==> config.mk <==
export PLATFORM = sky130hd
export DESIGN_NAME = phase_seq_flat
export DESIGN_NICKNAME = d
export VERILOG_FILES = /design/src/rtl/phase_pkg.sv /design/src/rtl/phase_seq_if.sv /design/src/rtl/instr_class_dec.sv /design/src/rtl/phase_seq.sv /design/src/flat_wrapper.sv
export SDC_FILE = /design/constraint.sdc
export NUM_CORES = 1
export LEC_CHECK = 0
export CORE_ASPECT_RATIO = 1.25
export CORE_UTILIZATION = 50
export DETAILED_ROUTE_END_ITERATION = 16
export PLACE_DENSITY = 0.8
export SLEW_MARGIN = 20
export SYNTH_ARGS = -nofsm -noshare
export SYNTH_HDL_FRONTEND = slang
export SYNTH_HIERARCHICAL = 1
export SYNTH_SLANG_ARGS = --single-unit
==> constraint.sdc <==
create_clock -name clk -period 2.2 [get_ports clk]
set_input_delay 0.44 -clock clk [delete_from_list [all_inputs] [get_ports clk]]
set_output_delay 0.44 -clock clk [all_outputs]
set_load 0.02 [all_outputs]
==> src/rtl/phase_pkg.sv <==
`default_nettype none
// phase_pkg: opcode/function constants, instruction classes and sequencer
// state encoding shared by the phase sequencer and its decoder. Rev 1.0
package phase_pkg;

   localparam logic [5:0] OP_RTYPE  = 6'b000000;
   localparam logic [5:0] OP_REGIMM = 6'b000001;
   localparam logic [5:0] OP_J      = 6'b000010;
   localparam logic [5:0] OP_JAL    = 6'b000011;
   localparam logic [5:0] OP_BEQ    = 6'b000100;
   localparam logic [5:0] OP_BNE    = 6'b000101;
   localparam logic [5:0] OP_BLEZ   = 6'b000110;
   localparam logic [5:0] OP_BGTZ   = 6'b000111;
   localparam logic [5:0] OP_ADDIU  = 6'b001001;
   localparam logic [5:0] OP_ANDI   = 6'b001100;
   localparam logic [5:0] OP_ORI    = 6'b001101;
   localparam logic [5:0] OP_XORI   = 6'b001110;
   localparam logic [5:0] OP_LW     = 6'b100011;
   localparam logic [5:0] OP_SW     = 6'b101011;

   localparam logic [5:0] FN_JR     = 6'b001000;
   localparam logic [5:0] FN_JALR   = 6'b001001;
   localparam logic [5:0] FN_ADD    = 6'b100000;
   localparam logic [5:0] FN_AND    = 6'b100100;
   localparam logic [5:0] FN_OR     = 6'b100101;
   localparam logic [5:0] FN_XOR    = 6'b100110;
   localparam logic [5:0] FN_NOR    = 6'b100111;
   localparam logic [5:0] FN_SLT    = 6'b101010;

   localparam logic [4:0] RI_BLTZ   = 5'b00000;
   localparam logic [4:0] RI_BGEZ   = 5'b00001;

   localparam int P0 = 0;
   localparam int P1 = 1;
   localparam int P2 = 2;
   localparam int P3 = 3;
   localparam int P4 = 4;

   typedef enum logic [2:0] {
      CL_RCALC = 3'd0,
      CL_ICALC = 3'd1,
      CL_LW    = 3'd2,
      CL_SW    = 3'd3,
      CL_BR    = 3'd4,
      CL_JMP   = 3'd5,
      CL_ILL   = 3'd6
   } instr_class_t;

   // Codes 6 and 7 are unused; the sequencer treats them as HALT.
   typedef enum logic [2:0] {
      ST_P0   = 3'd0,
      ST_P1   = 3'd1,
      ST_P2   = 3'd2,
      ST_P3   = 3'd3,
      ST_P4   = 3'd4,
      ST_HALT = 3'd5
   } phase_state_t;

   function automatic logic [4:0] phase_onehot(input int idx);
      logic [4:0] v;
      v = 5'b00001;
      return v << idx;
   endfunction

endpackage
`default_nettype wire

==> src/rtl/phase_seq_if.sv <==
`default_nettype none
// phase_seq_if: IR/memory inputs and phase outputs of the phase sequencer.
// The step input exists only when SINGLE_STEP_EN is defined. Rev 1.0
interface phase_seq_if #(
   parameter int CNT_W = 32
);
   logic [5:0]       op;
   logic [5:0]       irfunc;
   logic [4:0]       regimm;
   logic             mem_ready;
`ifdef SINGLE_STEP_EN
   logic             step;
`endif
   logic [4:0]       p;
   logic             ir_load;
   logic             instr_done;
   logic             illegal;
   logic [CNT_W-1:0] retired;

`ifdef SINGLE_STEP_EN
   modport master (
      output op, irfunc, regimm, mem_ready, step,
      input  p, ir_load, instr_done, illegal, retired
   );
   modport slave (
      input  op, irfunc, regimm, mem_ready, step,
      output p, ir_load, instr_done, illegal, retired
   );
`else
   modport master (
      output op, irfunc, regimm, mem_ready,
      input  p, ir_load, instr_done, illegal, retired
   );
   modport slave (
      input  op, irfunc, regimm, mem_ready,
      output p, ir_load, instr_done, illegal, retired
   );
`endif
endinterface
`default_nettype wire

==> src/rtl/instr_class_dec.sv <==
`default_nettype none
// instr_class_dec: combinational op/funct/rt -> instruction class decode.
// Anything not explicitly recognised decodes as CL_ILL. Rev 1.0
module instr_class_dec
   import phase_pkg::*;
(
   input  logic [5:0]   i_op,
   input  logic [5:0]   i_func,
   input  logic [4:0]   i_rt,
   output instr_class_t o_class
);

   always_comb begin
      o_class = CL_ILL;
      case (i_op)
         OP_RTYPE: begin
            case (i_func)
               FN_ADD, FN_SLT, FN_AND,
               FN_OR, FN_XOR, FN_NOR:  o_class = CL_RCALC;
               FN_JR, FN_JALR:         o_class = CL_JMP;
               default:                o_class = CL_ILL;
            endcase
         end
         OP_REGIMM: begin
            if ((i_rt == RI_BLTZ) || (i_rt == RI_BGEZ)) begin
               o_class = CL_BR;
            end
         end
         OP_LW:                                o_class = CL_LW;
         OP_SW:                                o_class = CL_SW;
         OP_J, OP_JAL:                         o_class = CL_JMP;
         OP_BEQ, OP_BNE, OP_BLEZ, OP_BGTZ:     o_class = CL_BR;
         OP_ADDIU, OP_ANDI, OP_ORI, OP_XORI:   o_class = CL_ICALC;
         default:                              o_class = CL_ILL;
      endcase
   end

endmodule
`default_nettype wire

==> src/rtl/phase_seq.sv <==
`default_nettype none
// phase_seq: one-hot p0..p4 phase sequencer with class-dependent paths,
// memory-wait stretching, illegal-op HALT and retire counter. Optional SINGLE_STEP_EN. Rev 1.0
module phase_seq
   import phase_pkg::*;
#(
   parameter int CNT_W = 32
)
(
   input  logic          clk,
   input  logic          reset,
   phase_seq_if.slave    bus
);

   phase_state_t     r_state;
   logic [4:0]       r_p;
   instr_class_t     r_class;
   logic             r_illegal;
   logic [CNT_W-1:0] r_retired;

   instr_class_t     w_class;
   logic             w_step_ok;
   logic             w_fetch;
   logic             w_done;

   instr_class_dec u_dec (
      .i_op    (bus.op),
      .i_func  (bus.irfunc),
      .i_rt    (bus.regimm),
      .o_class (w_class)
   );

`ifdef SINGLE_STEP_EN
   // Armed by a step pulse while waiting in p0; disarmed by each retirement.
   logic r_armed;

   always_ff @(posedge clk or negedge reset) begin
      if (!reset) begin
         r_armed <= 1'b0;
      end else if (w_done) begin
         r_armed <= 1'b0;
      end else if ((r_state == ST_P0) && bus.step) begin
         r_armed <= 1'b1;
      end
   end

   assign w_step_ok = r_armed | bus.step;
`else
   assign w_step_ok = 1'b1;
`endif

   assign w_fetch = (r_state == ST_P0) && bus.mem_ready && w_step_ok;

   assign w_done  = (r_state == ST_P4)
                 || ((r_state == ST_P3) && (r_class == CL_SW) && bus.mem_ready)
                 || ((r_state == ST_P2) && (r_class == CL_BR));

   always_ff @(posedge clk or negedge reset) begin
      if (!reset) begin
         r_state   <= ST_P0;
         r_p       <= phase_onehot(P0);
         r_class   <= CL_ILL;
         r_illegal <= 1'b0;
         r_retired <= '0;
      end else begin
         if (w_done) begin
            r_retired <= r_retired + 1'b1;
         end
         case (r_state)
            ST_P0: begin
               if (w_fetch) begin
                  r_state <= ST_P1;
                  r_p     <= phase_onehot(P1);
               end
            end
            ST_P1: begin
               r_class <= w_class;
               if (w_class == CL_ILL) begin
                  r_state   <= ST_HALT;
                  r_p       <= '0;
                  r_illegal <= 1'b1;
               end else begin
                  r_state <= ST_P2;
                  r_p     <= phase_onehot(P2);
               end
            end
            ST_P2: begin
               case (r_class)
                  CL_BR: begin
                     r_state <= ST_P0;
                     r_p     <= phase_onehot(P0);
                  end
                  CL_LW, CL_SW: begin
                     r_state <= ST_P3;
                     r_p     <= phase_onehot(P3);
                  end
                  CL_RCALC, CL_ICALC, CL_JMP: begin
                     r_state <= ST_P4;
                     r_p     <= phase_onehot(P4);
                  end
                  default: begin
                     r_state   <= ST_HALT;
                     r_p       <= '0;
                     r_illegal <= 1'b1;
                  end
               endcase
            end
            ST_P3: begin
               if (bus.mem_ready) begin
                  if (r_class == CL_LW) begin
                     r_state <= ST_P4;
                     r_p     <= phase_onehot(P4);
                  end else begin
                     r_state <= ST_P0;
                     r_p     <= phase_onehot(P0);
                  end
               end
            end
            ST_P4: begin
               r_state <= ST_P0;
               r_p     <= phase_onehot(P0);
            end
            ST_HALT: begin
               r_p       <= '0;
               r_illegal <= 1'b1;
            end
            // Corrupted state encoding parks the sequencer like an illegal op.
            default: begin
               r_state   <= ST_HALT;
               r_p       <= '0;
               r_illegal <= 1'b1;
            end
         endcase
      end
   end

   assign bus.p          = r_p;
   assign bus.ir_load    = w_fetch;
   assign bus.instr_done = w_done;
   assign bus.illegal    = r_illegal;
   assign bus.retired    = r_retired;

endmodule
`default_nettype wire

==> src/flat_wrapper.sv <==
// flat-port wrapper written by rule: the top's interface ports become plain ports
module phase_seq_flat import phase_pkg::*;
#(
   parameter int CNT_W = 32
)
  (clk, reset, bus_op, bus_irfunc, bus_regimm, bus_mem_ready, bus_p, bus_ir_load, bus_instr_done, bus_illegal, bus_retired);
  phase_seq_if #(.CNT_W(CNT_W)) bus_i ();
  input  logic clk;
  input  logic reset;
  input wire logic [$bits(bus_i.op)-1:0] bus_op;
  input wire logic [$bits(bus_i.irfunc)-1:0] bus_irfunc;
  input wire logic [$bits(bus_i.regimm)-1:0] bus_regimm;
  input wire logic [$bits(bus_i.mem_ready)-1:0] bus_mem_ready;
  output wire logic [$bits(bus_i.p)-1:0] bus_p;
  output wire logic [$bits(bus_i.ir_load)-1:0] bus_ir_load;
  output wire logic [$bits(bus_i.instr_done)-1:0] bus_instr_done;
  output wire logic [$bits(bus_i.illegal)-1:0] bus_illegal;
  output wire logic [$bits(bus_i.retired)-1:0] bus_retired;
  assign bus_i.op = bus_op;
  assign bus_i.irfunc = bus_irfunc;
  assign bus_i.regimm = bus_regimm;
  assign bus_i.mem_ready = bus_mem_ready;
  assign bus_p = bus_i.p;
  assign bus_ir_load = bus_i.ir_load;
  assign bus_instr_done = bus_i.instr_done;
  assign bus_illegal = bus_i.illegal;
  assign bus_retired = bus_i.retired;
  phase_seq #(.CNT_W(CNT_W)) u_core (.clk(clk), .reset(reset), .bus(bus_i));
endmodule
==> datasheet_impl.txt, run 1 <==
Characteristics after synthesis and place and route

Parameter                              Value

Die
  Pre-Place Util .................. between 50 and 60%
  IO Pins .................. 60
  Die y size .................. ~80 um
  Die extent in x .................. approximately 65 um
  Core box area .................. between 4000 and 5000 um2
  Die Area .................. approximately 5300 um2

Clock network
  CTS sink count .................. between 40 and 50
  Clock-pin slew on the worst setup and hold paths .................. roughly 0.08 ns
  Post-cts hold buffer count .................. 0
  Cts bufs inserted .................. 5
  H-tree Lvls .................. 2

Critical path
  Flop-to-flop setup slack .................. 0.13 ns
  Type of element capturing the critical path .................. output port
  Critical path startpoint category .................. flip-flop
  Crit path DAT .................. ~1.7 ns
  Crit Path Category .................. flip-flop to output port
  Worst path max stage delay .................. between 0.5 and 0.6 ns
  Critical Path End .................. bus_instr_done
  Endpoint of the most critical register-to-register path .................. u_core/bus.retired[16]
  Largest fanout on the critical path .................. 2
  Data required time of the critical path .................. roughly 1.8 ns
  Worst setup path startpoint .................. u_core/r_class[2]

Synthesis
  Count leader, synth .................. sky130_fd_sc_hd__dfrtp_1
  Post-Synthesis Cell Area .................. between 2000 and 3000 um2
  Post-synth top flop .................. sky130_fd_sc_hd__dfrtp_1

Detailed routing
  Iteration count of the initial detailed-routing pass .................. 4
  Met2 layer wire length in the routed design .................. between 3000 and 4000 um
  Routed metal-1 wire length .................. between 2000 and 2500 um
  Met3 wire length .................. between 150 and 200 um
  Residual DRC count .................. 0
  Via Count .................. about 2200
  Mean number of vias per cell .................. ~5.4
  Initial DRC count .................. slightly above 90

Final timing
  Skew final .................. between 0.005 and 0.006 ns
  Period Utilization, post-route .................. between 90% and 100%
  Final count of hold timing violations .................. 0
  Min Hold Slack .................. between 0.1 and 0.15 ns
  Post-route setup TNS .................. 0 ns
  RSZ-0062 raised after global routing .................. yes

Power and ir drop
  Part of the power in combinational logic .................. between 40 and 50%
  Proportion of power drawn by the clock network .................. about 20%
  Power drawn by the sequential cells .................. between 1 and 1.5 mW
  VDD IR max .................. ~0.00062 V
  Clock distribution power .................. ~530 uW
  Switching power as a share of total power .................. about a third
  Power after layout .................. approximately 2.6 mW
  Leakage power .................. 1.630 nW

Place
  Routability congestion estimate from global placement .................. approximately 0.79
  Placed inst area .................. around 3400 um2
  Number of placed cells counting well taps .................. 394
  DP Worst Slack .................. -0.4254 ns

Layout
  Nets .................. about 360
  Area added between synthesis and finish .................. 44.86%
  Commonest non-fill, non-tap cells in the layout .................. 46 x sky130_fd_sc_hd__clkdlybuf4s50_1, 41 x sky130_fd_sc_hd__dfrtp_1, 31 x sky130_fd_sc_hd__buf_4

Global routing
  Maximum number of pins on one net before global-route repair .................. 25
  Initial antenna violation count .................. 0

Hold path
  Tightest Hold Check Type .................. primary input to async pin

Outcome
  Outcome .................. finished clean

Run
  Max-cap viol count .................. 0
-- run 1: worst reg2reg max path, delay by kind of cell, from the launching register on --
| family | cells | cell delay [ns] |
|---|---|---|
| AOI/OAI and AO/OA | 2 | 0.33 |
| xor gates and xnor gates | 1 | 0.20 |
| buffers and inverters | 2 | 0.36 |
| DFF | 1 | 0.54 |
| and+or+nand+nor | 2 | 0.55 |
-- run 1: kinds of logic after synthesis --
group | count (synthesis) | share of synthesized area (%)
xor+xnor | 31 | 10.84
buf+inv | 24 | 4.145
simple gates | 110 | 27.67
mux | 5 | 2.198
compound gates | 37 | 10.54
fa+ha+maj | 1 | 0.4994
flops | 44 | 44.11
-- run 1: layout make-up --
type / count / share of cell area (%)
Clock buffer: 7 / 2.379
Clock inverter: 1 / 0.2069
Inverter: 15 / 1.552
Multi-Input combinational cell: 184 / 39.69
Sequential cell: 44 / 30.45
Tap cell: 60 / 2.069
Timing Repair Buffer: 92 / 23.66
-- run 1: how the worst min path moves through the flow --
| stage | from | endpoint | slack [ns] | depth (start not counted) |
|---|---|---|---|---|
| after detailed placement | reset | u_core/bus.retired[26] | 0.46 | 1 |
| after global routing | reset | u_core/bus.retired[26] | 0.15 | 1 |
| final | reset | u_core/bus.retired[26] | 0.12 | 1 |
| after floorplan | reset | u_core/bus.illegal | 0.14 | 0 |
| after global placement | reset | u_core/bus.retired[26] | 0.46 | 1 |
| after CTS | reset | u_core/bus.retired[26] | 0.13 | 1 |
-- run 1: flip-flops by register name (all words and copies together), names as in the netlist --
| register | count |
|---|---|
| u_core/bus.retired | 32 |
| u_core/bus.p | 5 |
| u_core/r_class | 3 |
| u_core/r_state | 3 |
| u_core/bus.illegal | 1 |
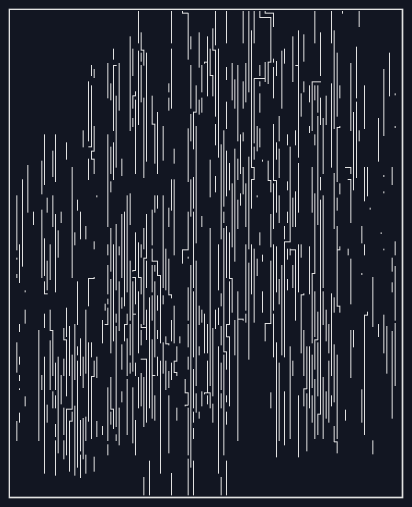
*Met2 routing, run 1*
(6 px per um)
The layer carries 3150 um of wire. The longest straight run is 35.7 um. The layer holds 55% of the routed length. The wires run mostly vertical. 331 nets have wire on it.

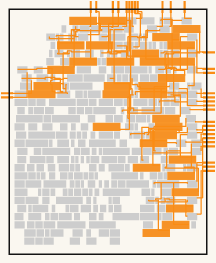
*Nets reached from selected ports, run 1*
(3 px per um)
Orange stands for bus_retired, bits 32, direction output, end cells 32, buffers 32, wire 1090 um.

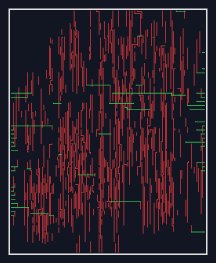
*Metal layers overlaid, run 1*
(3 px per um) Only two layers are drawn.
Green stands for metal 3, wire length 181 um. Red stands for metal 2, wire length 3150 um.

==> run 1 -> run 2 <==
CTS_CLUSTER_SIZE = 16   (was default)
PLACE_DENSITY = default   (was 0.8)
PLACE_DENSITY_LB_ADDON = 0.08   (was default)
==> run 2 against run 1 <==
Net effect:
- flip-flop count unchanged
- global-route usage decreased by 0.26 points
- count of clock-buffer cells in the layout unchanged
- cell count decreased by 0.50%
- sequential share of layout area increased by 0.44 points
- clock skew increased by 0.00095 ns
- register-to-register slack got worse by 0.09 ns
- fmax decreased by 1.1%
- worst setup slack got worse by 0.024 ns
- critical endpoint unchanged
- synthesized cell count unchanged
==> datasheet_impl.txt, run 2 <==
Characteristics after synthesis and place and route

Parameter                              Value

Final timing
  Post-route setup TNS .................. 0 ns (unchanged)
  Skew final .................. 0.006545 ns (+0.0009498 ns)
  Post-route setup slack .................. 0.008017 ns
  RSZ-0062 raised after global routing .................. yes
  Highest attainable clock frequency .................. ~0.46 GHz
  Period Utilization, post-route .................. 99.64% (+1.1 points)
  Number of setup violations in the final report .................. 0
  Final count of hold timing violations .................. 0 (unchanged)

Clock network
  CTS tree .................. built
  Cts bufs inserted .................. 5 (unchanged)
  Insertion delay to the later sink of the worst-skew pair .................. approximately 0.29 ns
  H-tree Lvls .................. 2 (unchanged)
  Post-cts hold buffer count .................. 0 (unchanged)
  Clock-pin slew on the worst setup and hold paths .................. 0.08 ns (about the same)
  CTS sink count .................. 44 (unchanged)

Die
  Core box area .................. 4765 um2 (unchanged)
  Inserted tap cell count .................. 60 (unchanged)
  Die extent in x .................. 65.31 um (unchanged)
  Die Area .................. 5299 um2 (unchanged)
  IO Pins .................. 60 (unchanged)
  Pre-Place Util .................. 52.57% (unchanged)
  Die y size .................. 81.14 um (unchanged)

Detailed routing
  Via Count .................. 2177 (+0.28%)
  Met3 wire length .................. 153 um (-15%)
  Initial DRC count .................. 80 (-14%)
  Routed metal-1 wire length .................. 2214 um (-4.0%)
  Routed length per placed instance .................. between 10 and 15 um
  Iteration count of the initial detailed-routing pass .................. 4 (unchanged)
  Mean number of vias per cell .................. 5.429 (+0.78%)
  Met2 layer wire length in the routed design .................. 3229 um (+2.7%)
  Residual DRC count .................. 0 (unchanged)

Power and ir drop
  Part of the power in combinational logic .................. 40.5% (+0.2 points)
  Pint .................. roughly 1.7 mW
  Proportion of power drawn by the clock network .................. 20.0% (-0.2 points)
  Leakage power .................. 1.620 nW (-0.62%)
  VDD IR max .................. 0.0006082 V (-2.2%)
  Switching power as a share of total power .................. 35.19% (+0.051 points)

Layout
  Combinational fraction of the cell area .................. 38.93% (-0.76 points)
  Logic Gate Count .................. 184 (unchanged)
  Non-clock buffering overhead in the final layout .................. 23.89% (+0.23 points)
  Area added between synthesis and finish .................. 42.81%
  Flop share of the area .................. 30.88% (+0.44 points)
  Count of sequential standard cells .................. 44 (unchanged)
  FF/Latch Area .................. 1105 um2
  CLK BUF .................. 7 (unchanged)
  Commonest non-fill, non-tap cells in the layout .................. 44 x sky130_fd_sc_hd__clkdlybuf4s50_1, 41 x sky130_fd_sc_hd__dfrtp_1, 29 x sky130_fd_sc_hd__buf_4
  Number of ordinary and repair buffers in the finished layout .................. 90 (-2.2%)
  Clock Network Area Fraction .................. 2.623% (+0.037 points)
  Count of non-CTS inverters in the layout .................. 15 (unchanged)
  Largest register FFs .................. 32 (unchanged)
  Nets .................. 361 (-0.55%)
  Leading cell kind .................. multi-input combinational cells

Critical path
  Worst path max stage delay .................. 0.53 ns (about the same)
  Data required time of the critical path .................. 1.76 ns (about the same)
  Type of element capturing the critical path .................. output port
  Flop-to-flop setup slack .................. 0.04 ns (-0.09 ns)
  Crit path DAT .................. 1.75 ns (+0.02 ns)
  Sequence of cells on the critical path .................. or3b_4 > o31ai_4 > nor2_2 > inv_1 > buf_6
  Endpoint of the most critical register-to-register path .................. u_core/bus.retired[18]
  Largest fanout on the critical path .................. 2 (unchanged)
  Crit Path Category .................. flip-flop to output port
  Library cell contributing the largest single delay on the critical path .................. sky130_fd_sc_hd__dfstp_2
  Critical path startpoint category .................. flip-flop
  Cell family with most CP delay .................. flip-flops

Global routing
  Maximum number of pins on one net before global-route repair .................. 26 (+4.0%)
  Met1 capacity usage during global routing .................. about a quarter
  Most used routing layer .................. met2
  Initial antenna violation count .................. 0 (unchanged)

Synthesis
  Post-synth top flop .................. sky130_fd_sc_hd__dfrtp_1
  Count leader, synth .................. sky130_fd_sc_hd__dfrtp_1
  Post-Synthesis Cell Area .................. 2505 um2 (unchanged)
  Number of unique standard cell types used by synthesis .................. approximately 59
  Instance count of the mapped netlist .................. approximately 250

Run
  Max-cap viol count .................. 0 (unchanged)

Place
  DP Worst Slack .................. -0.4312 ns (-0.005796 ns)
  Routability congestion estimate from global placement .................. 0.7780 (-1.8%)
  Number of placed cells counting well taps .................. 392 (-0.51%)

Outcome
  Outcome .................. finished clean

Hold path
  Tightest Hold Check Type .................. primary input to async pin
==> run 2: cells by family (layout without fill, tap and decap cells) <==
logic type | after synthesis | in the layout | synth area share, %
xor gates and xnor gates | 31 | 31 | 10.84
buffers and inverters | 24 | 113 | 4.145
and+or+nand+nor | 110 | 110 | 27.67
DFF | 44 | 44 | 44.11
adders and majority gates | 1 | 1 | 0.4994
AOI/OAI and AO/OA | 37 | 37 | 10.54
muxes | 5 | 5 | 2.198
==> run 2: timing repair <==
action                                  in CTS  in global routing
pin swaps                                    9                 13
buffers inserted                             0                  1
resized                                     18                 20
endpoints found under the setup margin       6                  9
==> run 2: worst max path at each step <==
stage	from	end	depth (start not counted)	slack [ns]
detailed placement	bus_irfunc[3]	u_core/r_state[1]	8	-0.43
finish	u_core/r_class[2]	bus_instr_done	5	0.008
global placement	bus_op[5]	u_core/r_state[1]	7	-0.37
CTS	u_core/r_class[2]	bus_instr_done	5	-0.09
global route	u_core/r_class[2]	bus_instr_done	5	-0.05
floorplan	bus_op[3]	u_core/bus.p[2]	7	0.15
==> run 2: power by group through the flow <==
stage / logic [mW] / registers, mW / clock network [mW]
after floorplan: 0.499 / 1.14 / 0
after global placement: 1.00 / 1.06 / 0
after detailed placement: 1.02 / 1.06 / 0
after CTS: 1.03 / 1.05 / 0.551
after global routing: 1.16 / 1.07 / 0.578
final: 1.07 / 1.05 / 0.528
==> run 2: per-stage QoR <==
step	hold WS [ns]	total power [mW]	area, um2
detailed placement	0.4365	2.084	3366
global placement	0.4252	2.060	3366
floorplan	0.1444	1.635	2505
global route	0.1293	2.808	3577
CTS	0.1063	2.629	3492
finish	0.09938	2.644	3577
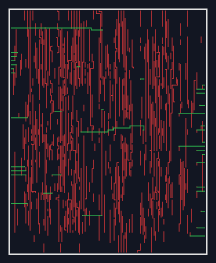
*Metal layers overlaid, run 2*
(3 px per um) Only two layers are drawn.
Green stands for metal 3, wire length 153 um. Red stands for metal 2, wire length 3230 um.

Power is estimated from default activity; no workload was simulated.
